### M3 wires

Drawn at 4 px/µm.
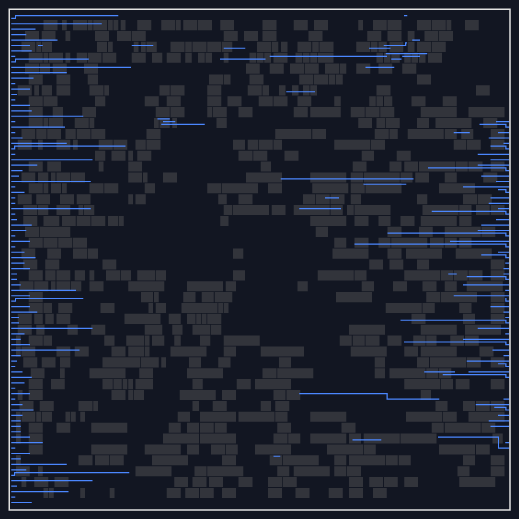
### Routed clock nets over the placement

Drawn at 2 px/µm.
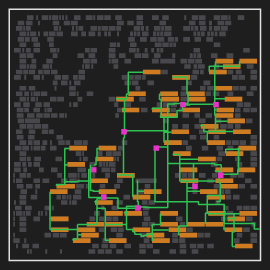
### Met2 routing

Drawn at 4 px/µm.
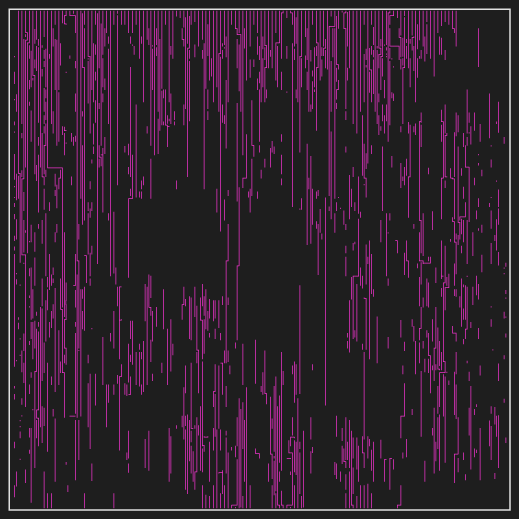
==> src/rtl/memory_arbiter_if.sv <==
// Bundle between the memory arbiter, its two requesters (0 = CPU, 1 = DMA) and
// a single-port data memory with combinational read.
//   req*/lock*/we*/addr*/wdata* : requester -> arbiter request and access fields
//   gnt*/ack*/rdata*/err*       : arbiter -> requester grant and completion
//   mem_we/mem_addr/mem_data    : arbiter -> memory write port / address
//   mem_q                       : memory -> arbiter combinational read data
// slave  : arbiter side
// master : environment side (requesters plus memory)
interface memory_arbiter_if;
    logic        req0;
    logic        req1;
    logic        lock0;
    logic        lock1;
    logic        we0;
    logic        we1;
    logic [31:0] addr0;
    logic [31:0] addr1;
    logic [31:0] wdata0;
    logic [31:0] wdata1;
    logic        gnt0;
    logic        gnt1;
    logic        ack0;
    logic        ack1;
    logic        err0;
    logic        err1;
    logic [31:0] rdata0;
    logic [31:0] rdata1;
    logic        mem_we;
    logic [31:0] mem_addr;
    logic [31:0] mem_data;
    logic [31:0] mem_q;

    modport slave (
        input  req0, req1, lock0, lock1, we0, we1, addr0, addr1, wdata0, wdata1, mem_q,
        output gnt0, gnt1, ack0, ack1, err0, err1, rdata0, rdata1, mem_we, mem_addr, mem_data
    );

    modport master (
        output req0, req1, lock0, lock1, we0, we1, addr0, addr1, wdata0, wdata1, mem_q,
        input  gnt0, gnt1, ack0, ack1, err0, err1, rdata0, rdata1, mem_we, mem_addr, mem_data
    );
endinterface

==> src/rtl/memory_arbiter.sv <==
// Two-requester arbiter in front of a single-port data memory.
// Grants are registered (IDLE/G0/G1); while Gn is held, requester n's address,
// write data and write enable drive the memory combinationally, and one cycle
// later ACKn pulses with registered read data (or ERRn for an out-of-range word).
// Ties resolve round-robin or fixed-priority (requester 0), and a requester may
// hold the grant with LOCKn for up to MAX_BURST contested cycles.
//   clk_i   : clock, rising edge
//   rst_ni  : asynchronous active-low reset
//   bus_io  : requester handshakes and memory port (memory_arbiter_if.slave)
module memory_arbiter #(
    parameter int unsigned DIM        = 1024,
    parameter int unsigned MAX_BURST  = 4,
    parameter bit          FIXED_PRIO = 1'b0
) (
    input  logic             clk_i,
    input  logic             rst_ni,
    memory_arbiter_if.slave  bus_io
);
    localparam int unsigned BurstW = $clog2(MAX_BURST + 1);

    typedef enum logic [1:0] {StIdle, StG0, StG1} state_e;

    state_e              state_q, state_d;
    logic                last_q, last_d;     // id of the last grantee
    logic [BurstW-1:0]   burst_q, burst_d;
    logic                armed_q;            // low for the first edge after reset
    logic                ack0_q, ack0_d, ack1_q, ack1_d;
    logic                err0_q, err0_d, err1_q, err1_d;
    logic [31:0]         rdata0_q, rdata0_d, rdata1_q, rdata1_d;

    logic in_range0, in_range1, burst_open, other_req;

    assign in_range0  = bus_io.addr0 < DIM;
    assign in_range1  = bus_io.addr1 < DIM;
    assign burst_open = burst_q < BurstW'(MAX_BURST);

    // Next grantee, re-evaluated every edge from any state.
    always_comb begin
        state_d = StIdle;
        if (!armed_q) begin
            state_d = StIdle;
        end else if (bus_io.req0 && !bus_io.req1) begin
            state_d = StG0;
        end else if (bus_io.req1 && !bus_io.req0) begin
            state_d = StG1;
        end else if (bus_io.req0 && bus_io.req1) begin
            if (state_q == StG0 && bus_io.lock0 && burst_open) begin
                state_d = StG0;
            end else if (state_q == StG1 && bus_io.lock1 && burst_open) begin
                state_d = StG1;
            end else if (FIXED_PRIO) begin
                state_d = StG0;
            end else begin
                state_d = last_q ? StG0 : StG1;
            end
        end
    end

    // Burst counts consecutive grants to one id while the other side is waiting.
    always_comb begin
        last_d    = last_q;
        burst_d   = BurstW'(1);
        other_req = (state_d == StG0) ? bus_io.req1 : bus_io.req0;
        if (state_d == StG0) last_d = 1'b0;
        if (state_d == StG1) last_d = 1'b1;
        if (state_d != StIdle && state_d == state_q && other_req) begin
            burst_d = (burst_q == BurstW'(MAX_BURST)) ? burst_q : burst_q + BurstW'(1);
        end
    end

    // Memory port follows the current grantee; out-of-range words never reach it.
    always_comb begin
        bus_io.mem_we   = 1'b0;
        bus_io.mem_addr = '0;
        bus_io.mem_data = '0;
        unique case (state_q)
            StG0: begin
                bus_io.mem_we   = bus_io.we0 & in_range0;
                bus_io.mem_addr = in_range0 ? bus_io.addr0 : '0;
                bus_io.mem_data = bus_io.wdata0;
            end
            StG1: begin
                bus_io.mem_we   = bus_io.we1 & in_range1;
                bus_io.mem_addr = in_range1 ? bus_io.addr1 : '0;
                bus_io.mem_data = bus_io.wdata1;
            end
            default: begin
                bus_io.mem_we   = 1'b0;
            end
        endcase
    end

    // Completion of the access made in the current grant cycle; writes keep RDATA.
    always_comb begin
        ack0_d   = (state_q == StG0);
        ack1_d   = (state_q == StG1);
        err0_d   = ack0_d & ~in_range0;
        err1_d   = ack1_d & ~in_range1;
        rdata0_d = rdata0_q;
        rdata1_d = rdata1_q;
        if (ack0_d) begin
            if (!in_range0)         rdata0_d = '0;
            else if (!bus_io.we0)   rdata0_d = bus_io.mem_q;
        end
        if (ack1_d) begin
            if (!in_range1)         rdata1_d = '0;
            else if (!bus_io.we1)   rdata1_d = bus_io.mem_q;
        end
    end

    always_ff @(posedge clk_i or negedge rst_ni) begin
        if (!rst_ni) begin
            state_q  <= StIdle;
            last_q   <= 1'b1;
            burst_q  <= '0;
            armed_q  <= 1'b0;
            ack0_q   <= 1'b0;
            ack1_q   <= 1'b0;
            err0_q   <= 1'b0;
            err1_q   <= 1'b0;
            rdata0_q <= '0;
            rdata1_q <= '0;
        end else begin
            state_q  <= state_d;
            last_q   <= last_d;
            burst_q  <= burst_d;
            armed_q  <= 1'b1;
            ack0_q   <= ack0_d;
            ack1_q   <= ack1_d;
            err0_q   <= err0_d;
            err1_q   <= err1_d;
            rdata0_q <= rdata0_d;
            rdata1_q <= rdata1_d;
        end
    end

    assign bus_io.gnt0   = (state_q == StG0);
    assign bus_io.gnt1   = (state_q == StG1);
    assign bus_io.ack0   = ack0_q;
    assign bus_io.ack1   = ack1_q;
    assign bus_io.err0   = err0_q;
    assign bus_io.err1   = err1_q;
    assign bus_io.rdata0 = rdata0_q;
    assign bus_io.rdata1 = rdata1_q;
endmodule

==> src/flat_wrapper.sv <==
// flat-port wrapper written by rule: the top's interface ports become plain ports
module memory_arbiter_flat 
#(
    parameter int unsigned DIM        = 1024,
    parameter int unsigned MAX_BURST  = 4,
    parameter bit          FIXED_PRIO = 1'b0
)
  (clk_i, rst_ni, bus_io_req0, bus_io_req1, bus_io_lock0, bus_io_lock1, bus_io_we0, bus_io_we1, bus_io_addr0, bus_io_addr1, bus_io_wdata0, bus_io_wdata1, bus_io_mem_q, bus_io_gnt0, bus_io_gnt1, bus_io_ack0, bus_io_ack1, bus_io_err0, bus_io_err1, bus_io_rdata0, bus_io_rdata1, bus_io_mem_we, bus_io_mem_addr, bus_io_mem_data);
  memory_arbiter_if bus_io_i ();
  input  logic clk_i;
  input  logic rst_ni;
  input wire logic [$bits(bus_io_i.req0)-1:0] bus_io_req0;
  input wire logic [$bits(bus_io_i.req1)-1:0] bus_io_req1;
  input wire logic [$bits(bus_io_i.lock0)-1:0] bus_io_lock0;
  input wire logic [$bits(bus_io_i.lock1)-1:0] bus_io_lock1;
  input wire logic [$bits(bus_io_i.we0)-1:0] bus_io_we0;
  input wire logic [$bits(bus_io_i.we1)-1:0] bus_io_we1;
  input wire logic [$bits(bus_io_i.addr0)-1:0] bus_io_addr0;
  input wire logic [$bits(bus_io_i.addr1)-1:0] bus_io_addr1;
  input wire logic [$bits(bus_io_i.wdata0)-1:0] bus_io_wdata0;
  input wire logic [$bits(bus_io_i.wdata1)-1:0] bus_io_wdata1;
  input wire logic [$bits(bus_io_i.mem_q)-1:0] bus_io_mem_q;
  output wire logic [$bits(bus_io_i.gnt0)-1:0] bus_io_gnt0;
  output wire logic [$bits(bus_io_i.gnt1)-1:0] bus_io_gnt1;
  output wire logic [$bits(bus_io_i.ack0)-1:0] bus_io_ack0;
  output wire logic [$bits(bus_io_i.ack1)-1:0] bus_io_ack1;
  output wire logic [$bits(bus_io_i.err0)-1:0] bus_io_err0;
  output wire logic [$bits(bus_io_i.err1)-1:0] bus_io_err1;
  output wire logic [$bits(bus_io_i.rdata0)-1:0] bus_io_rdata0;
  output wire logic [$bits(bus_io_i.rdata1)-1:0] bus_io_rdata1;
  output wire logic [$bits(bus_io_i.mem_we)-1:0] bus_io_mem_we;
  output wire logic [$bits(bus_io_i.mem_addr)-1:0] bus_io_mem_addr;
  output wire logic [$bits(bus_io_i.mem_data)-1:0] bus_io_mem_data;
  assign bus_io_i.req0 = bus_io_req0;
  assign bus_io_i.req1 = bus_io_req1;
  assign bus_io_i.lock0 = bus_io_lock0;
  assign bus_io_i.lock1 = bus_io_lock1;
  assign bus_io_i.we0 = bus_io_we0;
  assign bus_io_i.we1 = bus_io_we1;
  assign bus_io_i.addr0 = bus_io_addr0;
  assign bus_io_i.addr1 = bus_io_addr1;
  assign bus_io_i.wdata0 = bus_io_wdata0;
  assign bus_io_i.wdata1 = bus_io_wdata1;
  assign bus_io_i.mem_q = bus_io_mem_q;
  assign bus_io_gnt0 = bus_io_i.gnt0;
  assign bus_io_gnt1 = bus_io_i.gnt1;
  assign bus_io_ack0 = bus_io_i.ack0;
  assign bus_io_ack1 = bus_io_i.ack1;
  assign bus_io_err0 = bus_io_i.err0;
  assign bus_io_err1 = bus_io_i.err1;
  assign bus_io_rdata0 = bus_io_i.rdata0;
  assign bus_io_rdata1 = bus_io_i.rdata1;
  assign bus_io_mem_we = bus_io_i.mem_we;
  assign bus_io_mem_addr = bus_io_i.mem_addr;
  assign bus_io_mem_data = bus_io_i.mem_data;
  memory_arbiter #(.DIM(DIM), .MAX_BURST(MAX_BURST), .FIXED_PRIO(FIXED_PRIO)) u_core (.clk_i(clk_i), .rst_ni(rst_ni), .bus_io(bus_io_i));
endmodule
==> config.mk <==
export PLATFORM = sky130hd
export DESIGN_NAME = memory_arbiter_flat
export DESIGN_NICKNAME = d
export VERILOG_FILES = /design/src/rtl/memory_arbiter_if.sv /design/src/rtl/memory_arbiter.sv /design/src/flat_wrapper.sv
export SDC_FILE = /design/constraint.sdc
export NUM_CORES = 1
export LEC_CHECK = 0
export CAP_MARGIN = 10
export CELL_PAD_IN_SITES_DETAIL_PLACEMENT = 0
export CELL_PAD_IN_SITES_GLOBAL_PLACEMENT = 1
export CORE_UTILIZATION = 25
export CTS_BUF_LIST = sky130_fd_sc_hd__clkbuf_4
export DETAILED_ROUTE_END_ITERATION = 8
export PLACE_DENSITY_LB_ADDON = 0.1
export SYNTH_ARGS = -nofsm -noshare
export SYNTH_HDL_FRONTEND = slang
export SYNTH_SLANG_ARGS = --single-unit
==> constraint.sdc <==
create_clock -name clk_i -period 6.4 [get_ports clk_i]
set_input_delay 0.64 -clock clk_i [delete_from_list [all_inputs] [get_ports clk_i]]
set_output_delay 0.64 -clock clk_i [all_outputs]
set_load 0.01 [all_outputs]
==> results.tsv <==
stage	metric	value	unit
global_routing	vias in the first global route	3912	
setup_path	Buf/Inv on CP	2	
cells_and_area	Diodes inserted	0	
place	I/O Buffers	280	
synth	Synth Area in XOR/XNOR	0.697	%
setup_path	R2R setup slack	3.74	ns
final_timing	worst slew pin tran	0.944	ns
final_timing	Max Slew Vio Count	0	
synth	commonest cells in the netlist	dfrtp_1 (74), a22o_1 (62), nor2_1 (33)	
global_routing	layer with the highest usage	met2	
cells_and_area	Clock buf/inv share	2.09	%
global_routing	GRT overflow	0	
cells_and_area	post-route insts no fill	801	
cells_and_area	Area-dominant class	non-clock buffers	
routing	WL met1	5.66	mm
pwr	comb pwr	0.000231	W
synth	cell total in the yosys stat output	348	
routing	TritonRoute pass-1 iters	7	
place	dpl ws	2.49	ns
cts	Post-CTS Resized	0	
routing	DRC	26	
synth	synth warn	0	
cells_and_area	Reg area	0.00188	mm²
cts	cts bufs inserted	9	
run_status	outcome	finished with violations	
setup_path	Crit. Startpoint	bus_io_addr0[26]	
final_timing	fmax	257	MHz
cts	H-tree levels	3	
place	placed cell count	785	
pwr	Power Sequential	0.000483	W
final_timing	Fin Setup TNS	0	ns
synth	Top-area cell share	49.1	%
setup_path	RR Startpoint	u_core.state_q[0]	
pwr	Sw Ratio	26.8	%
global_routing	GRT Total Usage	18.6	%
setup_path	R2R depth	11	
run_status	failing checks	DRC	
pwr	Pint	0.000737	W
setup_path	CP most frequent cell	clkdlybuf4s50_1	
cts	CTS tree	done	
setup_path	Worst Setup EP	bus_io_mem_addr[4]	
cts	CTS Root Cell	clkbuf_4	
cts	clk sink count	75	
setup_path	Crit Path Max Fanout	15	
synth	most common cell in the synthesized netlist	dfrtp_1	
cts	post-CTS setup buffer count	0	
synth	Compound Share, Synth	24.1	%
die	row cnt	44	
synth	Synth Instances	348	
cells_and_area	Post-Route Utilization	45.8	%
global_routing	initial antenna violation count	0	
pwr	Sequential Power Share	48.0	%
cells_and_area	Non-CTS inverters	6	
worst_hold_path	hold crit path type	primary input to async pin	
synth	EDFF count, synth	0	
cells_and_area	Synth-to-Final Area Change	78.0	%
synth	Syn Area/Cell	10.8	µm²
routing	wire length per cell	18.3	µm
die	die height	125	µm
routing	vias per inst	4.77	
pwr	Clk network pwr share	29.0	%
setup_path	Worst setup EP type	primary output	
cells_and_area	most frequent cells in the layout	clkdlybuf4s50_1 (279), dfrtp_1 (74), a22o_1 (62)	
routing	WL met3	1.26	mm
cells_and_area	mi-comb count	235	
synth	sequential fraction of the synthesis area	49.8	%
pwr	Leakage	2.75	nW
cts	Reg clk slew, reported paths	0.13	ns
run	Max Cap Viol	0	
synth	fa+ha+maj area frac	2.32	%
setup_path	Worst Path Required	5.76	ns
Notes on 'M3 wires' above:
longest straight run	37.7 µm
nets with wire on the layer	166
main direction	horizontal

Notes on 'Routed clock nets over the placement' above:
[flip-flops] orange | count: 75
[clock wires] green | length: 1010 µm
[cells driving clock nets] magenta | count: 9
routed clock nets	10

Notes on 'Met2 routing' above:
longest straight run	66.3 µm
wire length on this layer	7630 µm

Power figures rest on the tool's default switching activity, not on a simulated workload.
